==> config.mk <==
export PLATFORM = sky130hd
export DESIGN_NAME = vec_mag_arbiter
export DESIGN_NICKNAME = d
export VERILOG_FILES = /design/src/rtl/vec_mag_arbiter.sv
export SDC_FILE = /design/constraint.sdc
export NUM_CORES = 1
export LEC_CHECK = 0
export ABC_AREA = 1
export CAP_MARGIN = 10
export CORE_AREA = 2 2 99 101
export DETAILED_ROUTE_END_ITERATION = 8
export DIE_AREA = 0 0 101 103
export PLACE_DENSITY_LB_ADDON = 0.12
export SKIP_LAST_GASP = 1
export SYNTH_ARGS = -nofsm -noshare
export SYNTH_HDL_FRONTEND = slang
export SYNTH_SLANG_ARGS = --single-unit
==> constraint.sdc <==
create_clock -name aclk -period 3.3 [get_ports aclk]
set_input_delay 0.99 -clock aclk [delete_from_list [all_inputs] [get_ports aclk]]
set_output_delay 0.99 -clock aclk [all_outputs]
set_load 0.01 [all_outputs]
run_1/ff_map.png
Drawn at 4 px/um. Other sequential cells in the stronger grey, the rest of the logic in the fainter grey.
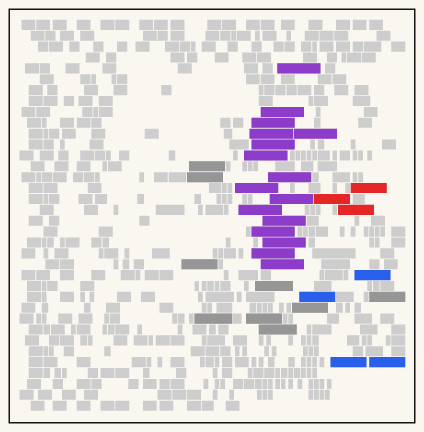
legend:
  purple:
    name_in_the_netlist: tag_mem
    sequential_cells: 16
  blue:
    name_in_the_netlist: outstanding
    sequential_cells: 4
    where: lower right
  red:
    name_in_the_netlist: rd_ptr_q
    sequential_cells: 3
not coloured: 9
power consumed by sequential cells: 0.705 mW
register area: 885 um2
share of cell area taken by flip-flops and latches: 18.9%
post-layout utilization of the core: 49.5%

run_1/gates.png
Drawn at 4 px/um.
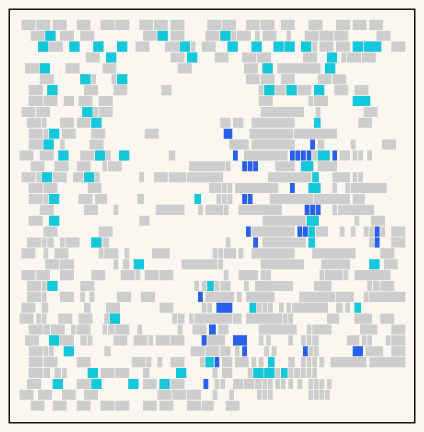
legend:
  blue:
    family: nor cells
    cells: 33
  cyan:
    family: aoi and oai cells
    cells: 69
    where: all over the die
logic share of the area: 29.3%
final cell count without fillers: 646
top logic cell by instance count in the layout: sky130_fd_sc_hd__clkdlybuf4s50_1

run_1/clock_nets.png
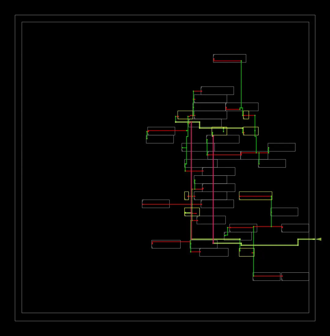
number of CTS-inserted buffers: 5
number of flip-flops and latches: 32
layout clock buffer count: 6

==> out/qor.json, run 1 <==
{
  "synthArstFlopShare_pct": 50.0,
  "fp.coreArea_um2": 9460,
  "n_all_inverters": 30,
  "p_total_mw": 3.68,
  "final_cell_mix": "182 x sky130_fd_sc_hd__clkdlybuf4s50_1, 118 x sky130_fd_sc_hd__nand2_1, 49 x sky130_fd_sc_hd__a22oi_1",
  "top_cell_area_share_pct": 18.0,
  "power.share.sequential_pct": 19.2,
  "worst_skew_pair.late_latency_ps": 290,
  "grt_first_pass_wirelength_um": 15700,
  "grt_overflow": 0,
  "power_density_nw_per_um2": 786,
  "critPathMaxFanout": 5,
  "layout_worst_path_cycle_share_pct": 98.7,
  "worst_slew_pin_slew_ps": 673,
  "chipArea_um2": 10400,
  "tritoncts": "done",
  "synth_area_um2": 2660,
  "worst-endpoint-arrival_ps": 2270,
  "power.clock.total_mw": 0.366,
  "min_clock_period_post_route_ps": 3260,
  "cp_slowest_cell": "sky130_fd_sc_hd__clkdlybuf4s50_1",
  "tns_ps": 0,
  "pre_cts_ws_ps": -248,
  "yosys-mux-area-fraction_pct": 0,
  "postLayoutCellArea_um2": 4680,
  "clock_power_share_pct": 10.0,
  "reg2reg_setup_slack_ps": 690,
  "n_all_buffers": 206,
  "synth_flops": 32,
  "p_comb_mw": 2.61,
  "biggest_area_consumer_among_synthesized_cells": "sky130_fd_sc_hd__edfxtp_1",
  "rr_worst_depth": 14,
  "report.final.hold_viol_count": 0,
  "synthesis.instances": 367,
  "grt_start_max_net_pins": 34,
  "initial_antenna_violation_count": 0,
  "grtUsageMet1_pct": 23.8,
  "worst_hold_path.num_cells": 1,
  "pin_count": 254,
  "power.switching_fraction_pct": 42.3,
  "topRoutingLayerUsed": "met4",
  "cp_cell_sequence": "clkdlybuf4s50_1 > nand2_1 > nor2_1 > clkdlybuf4s50_1",
  "number_of_flip_flops_in_the_largest_register": 16,
  "yosysChipArea_um2": 2660,
  "floorplan.die.height_um": 103,
  "grtUsageMet2_pct": 33.4,
  "report.final.setup_viol": 0,
  "clk_pin_slew_ps": 60,
  "critPathMostFrequentCell": "sky130_fd_sc_hd__clkdlybuf4s50_1",
  "post_layout_net_count": 714,
  "endpoint_kind": "output pin",
  "met1_length_um": 4180,
  "cts_root_buffer": "sky130_fd_sc_hd__clkbuf_8",
  "top_power_group": "combinational logic",
  "post-synth-top-count-cell": "sky130_fd_sc_hd__nand2_1",
  "cts.repair.resized": 5,
  "yosysUniqueCellTypes": 29,
  "fin_hold_ws_ps": 484,
  "stage_log_warnings": 27,
  "combinational_share_of_power_pct": 70.9,
  "drc": 0,
  "grt_util_met3_pct": 8.14,
  "cts_buffer_depth": 2,
  "wl_met3_um": 998,
  "power_report.internal_total_mw": 2.12,
  "synthesized_nets": 550,
  "worst_path_largest_cell_delay_ps": 560,
  "drv_cap": 0,
  "site_rows": 36,
  "final_antenna_net_count": 0,
  "globalRouteTotalUtil_pct": 19.7,
  "outcome": "completed",
  "dpl.hpwl_um": 8650,
  "route.vias.total": 3070,
  "synth-seq-area-share_pct": 33.2,
  "ys.warnings.count": 0,
  "gate_area_um2": 1370,
  "gr-max-usage-layer": "met2",
  "yosys_instances": 367,
  "synth.cellmix.compoundShare_pct": 18.7
}
==> inputs of run 2 (changes only) <==
Settings changed: DONT_BUFFER_PORTS set to 1.
run_2/gates.png
Drawn at 4 px/um.
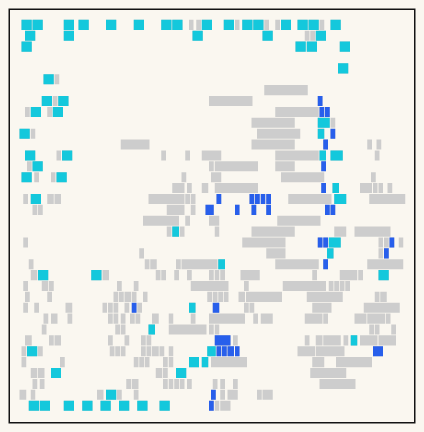
legend:
  cyan:
    family: aoi and oai cells
    cells: 69
    where: all over the die
  blue:
    family: nor cells
    cells: 33
top logic cell by instance count in the layout: sky130_fd_sc_hd__nand2_1
logic share of the area: 51.5%
final cell count without fillers: 446

==> run 2 against run 1 <==
Net effect:
- register-to-register slack better by 40 ps
- global-route usage down 2.2 points
- sequential cell count unchanged
- combinational power down 38%
- hold slack better by 51 ps
- synthesized area unchanged
- utilization down 22 points
- cell count down 31%
- first-iteration DRC count up 29%
- clock-buffer cell count down 1
- critical endpoint is now c_axis_tdata[27]
- highest routed layer unchanged
==> out/qor.json, run 2 <==
{
  "power_density": {"value": 1000, "unit": "nW/um2", "change": "was 786 nW/um2"},
  "fp.coreArea": {"value": 9460, "unit": "um2", "change": "unchanged"},
  "drc": {"value": 0, "change": "unchanged"},
  "ff_count": {"value": 32, "change": "unchanged"},
  "report.final.hold_viol_count": {"value": 0, "change": "unchanged"},
  "synth_flops": {"value": 32, "change": "unchanged"},
  "layout_worst_path_cycle_share": {"value": 93.5, "unit": "%", "change": "was 98.7%"},
  "outcome": {"value": "completed", "change": "unchanged"},
  "final_cell_mix": {"value": "118 x sky130_fd_sc_hd__nand2_1, 51 x sky130_fd_sc_hd__a22oi_1, 28 x sky130_fd_sc_hd__nor2_1", "change": "was 182 x sky130_fd_sc_hd__clkdlybuf4s50_1, 118 x sky130_fd_sc_hd__nand2_1, 49 x sky130_fd_sc_hd__a22oi_1"},
  "placedInstanceArea": {"value": 2550, "unit": "um2", "change": "was 4530 um2"},
  "postLayoutCellArea": {"value": 2640, "unit": "um2", "change": "was 4680 um2"},
  "endpoint_kind": {"value": "output pin", "change": "unchanged"},
  "ys.warnings.count": {"value": 0, "change": "unchanged"},
  "grt_start_max_net_pins": {"value": 34, "change": "unchanged"},
  "biggest_area_consumer_among_synthesized_cells": {"value": "sky130_fd_sc_hd__edfxtp_1", "change": "unchanged"},
  "pre_cts_ws": {"value": 514, "unit": "ps", "change": "was -248 ps"},
  "pin_count": {"value": 254, "change": "unchanged"},
  "critPathMaxFanout": {"value": 33, "change": "was 5"},
  "gate_area": {"value": 1360, "unit": "um2", "change": "was 1370 um2"},
  "synth-seq-area-share": {"value": 33.2, "unit": "%", "change": "unchanged"},
  "cts_root_buffer": {"value": "sky130_fd_sc_hd__clkbuf_8", "change": "unchanged"},
  "route.vias.total": {"value": 2397, "change": "was 3070"},
  "met1_length": {"value": 4030, "unit": "um", "change": "was 4180 um"},
  "cts.repair.resized": {"value": 0, "change": "was 5"},
  "clk_pin_slew": {"value": 70, "unit": "ps", "change": "was 60 ps"},
  "n_all_buffers": {"value": 6, "change": "was 206"},
  "grt_overflow": {"value": 0, "change": "unchanged"},
  "min_clock_period_post_route": {"value": 3080, "unit": "ps", "change": "was 3260 ps"},
  "synth.cellmix.compoundShare": {"value": 18.7, "unit": "%", "change": "unchanged"},
  "flop_cell": {"value": "sky130_fd_sc_hd__edfxtp_1", "change": "unchanged"},
  "rr_worst_depth": {"value": 12, "change": "was 14"},
  "clock_power_share": {"value": 10.8, "unit": "%", "change": "was 10.0%"},
  "top_power_group": {"value": "combinational logic", "change": "unchanged"},
  "p_comb": {"value": 1.61, "unit": "mW", "change": "was 2.61 mW"},
  "combinational_share_of_power": {"value": 60.8, "unit": "%", "change": "was 70.9%"},
  "chipArea": {"value": 10400, "unit": "um2", "change": "unchanged"},
  "yosysChipArea": {"value": 2660, "unit": "um2", "change": "unchanged"},
  "p_total": {"value": 2.65, "unit": "mW", "change": "was 3.68 mW"},
  "report.final.setup_viol": {"value": 0, "change": "unchanged"},
  "dpl.hpwl": {"value": 7940, "unit": "um", "change": "was 8650 um"},
  "yosysUniqueCellTypes": {"value": 29, "change": "unchanged"},
  "synthArstFlopShare": {"value": 50.0, "unit": "%", "change": "unchanged"},
  "synthesis.instances": {"value": 367, "change": "unchanged"},
  "worst_path_largest_cell_delay": {"value": 600, "unit": "ps", "change": "was 560 ps"},
  "power.share.sequential": {"value": 28.4, "unit": "%", "change": "was 19.2%"},
  "rsz0062_at_grt": "false",
  "tns": {"value": 0, "unit": "ps", "change": "unchanged"},
  "synthesized_nets": {"value": 550, "change": "unchanged"},
  "grt_util_met3": {"value": 5.56, "unit": "%", "change": "was 8.14%"},
  "topRoutingLayerUsed": {"value": "met4", "change": "unchanged"},
  "globalRouteTotalUtil": {"value": 17.6, "unit": "%", "change": "was 19.7%"},
  "worst_hold_path.num_cells": {"value": 2, "change": "was 1"},
  "power_report.internal_total": {"value": 1.23, "unit": "mW", "change": "was 2.12 mW"},
  "fin_hold_ws": {"value": 535, "unit": "ps", "change": "was 484 ps"},
  "gr-max-usage-layer": {"value": "met2", "change": "unchanged"},
  "number_of_flip_flops_in_the_largest_register": {"value": 16, "change": "unchanged"},
  "cp_cell_sequence": {"value": "inv_1 > nand2_1 > inv_2 > buf_4 > a22oi_1 > nand3_1", "change": "was clkdlybuf4s50_1 > nand2_1 > nor2_1 > clkdlybuf4s50_1"},
  "grt_first_pass_wirelength": {"value": 13500, "unit": "um", "change": "was 15700 um"},
  "cp_slowest_cell": {"value": "sky130_fd_sc_hd__dfrtp_1", "change": "was sky130_fd_sc_hd__clkdlybuf4s50_1"},
  "cts_buffer_depth": {"value": 2, "change": "unchanged"},
  "yosys_instances": {"value": 367, "change": "unchanged"},
  "yosys-mux-area-fraction": {"value": 0, "unit": "%", "change": "unchanged"},
  "clockBufferCount": {"value": 5, "change": "was 6"},
  "drv_cap": {"value": 0, "change": "unchanged"},
  "final_antenna_net_count": {"value": 0, "change": "unchanged"},
  "worst_path_dominant_cell_family": {"value": "flip-flops", "change": "was buffers and inverters"},
  "wl_met3": {"value": 761, "unit": "um", "change": "was 998 um"},
  "grtUsageMet2": {"value": 29.0, "unit": "%", "change": "was 33.4%"},
  "synth_area": {"value": 2660, "unit": "um2", "change": "unchanged"},
  "grtUsageMet1": {"value": 23.2, "unit": "%", "change": "was 23.8%"},
  "tritoncts": {"value": "done", "change": "unchanged"},
  "reg2reg_setup_slack": {"value": 730, "unit": "ps", "change": "was 690 ps"},
  "floorplan.die.height": {"value": 103, "unit": "um", "change": "unchanged"},
  "initial_antenna_violation_count": {"value": 0, "change": "unchanged"},
  "top_cell_area_share": {"value": 18.0, "unit": "%", "change": "unchanged"},
  "tritoncts.num_buffers": {"value": 5, "change": "unchanged"},
  "n_all_inverters": {"value": 30, "change": "unchanged"},
  "worst_slew_pin_slew": {"value": 653, "unit": "ps", "change": "was 673 ps"},
  "worst_skew_pair.late_latency": {"value": 280, "unit": "ps", "change": "was 290 ps"},
  "post_layout_net_count": {"value": 514, "change": "was 714"},
  "power.switching_fraction": {"value": 53.4, "unit": "%", "change": "was 42.3%"},
  "worst-endpoint-arrival": {"value": 2090, "unit": "ps", "change": "was 2270 ps"},
  "critPathRequiredTime": {"value": 2310, "unit": "ps", "change": "about the same"}
}
run_2/ff_map.png
Drawn at 4 px/um. Other sequential cells in the stronger grey, the rest of the logic in the fainter grey.
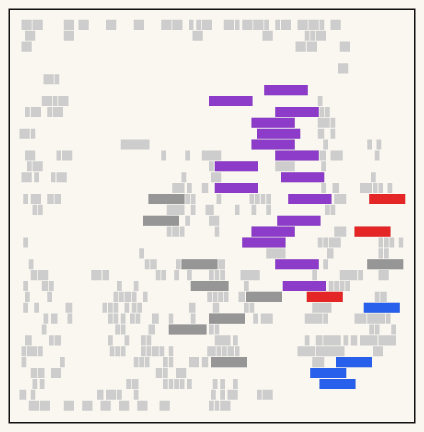
legend:
  blue:
    name_in_the_netlist: outstanding
    sequential_cells: 4
    where: lower right
  purple:
    name_in_the_netlist: tag_mem
    sequential_cells: 16
  red:
    name_in_the_netlist: rd_ptr_q
    sequential_cells: 3
share of cell area taken by flip-flops and latches: 33.5%
post-layout utilization of the core: 27.9%
register area: 883 um2
power consumed by sequential cells: 0.752 mW

Power is estimated from default activity; no workload was simulated.
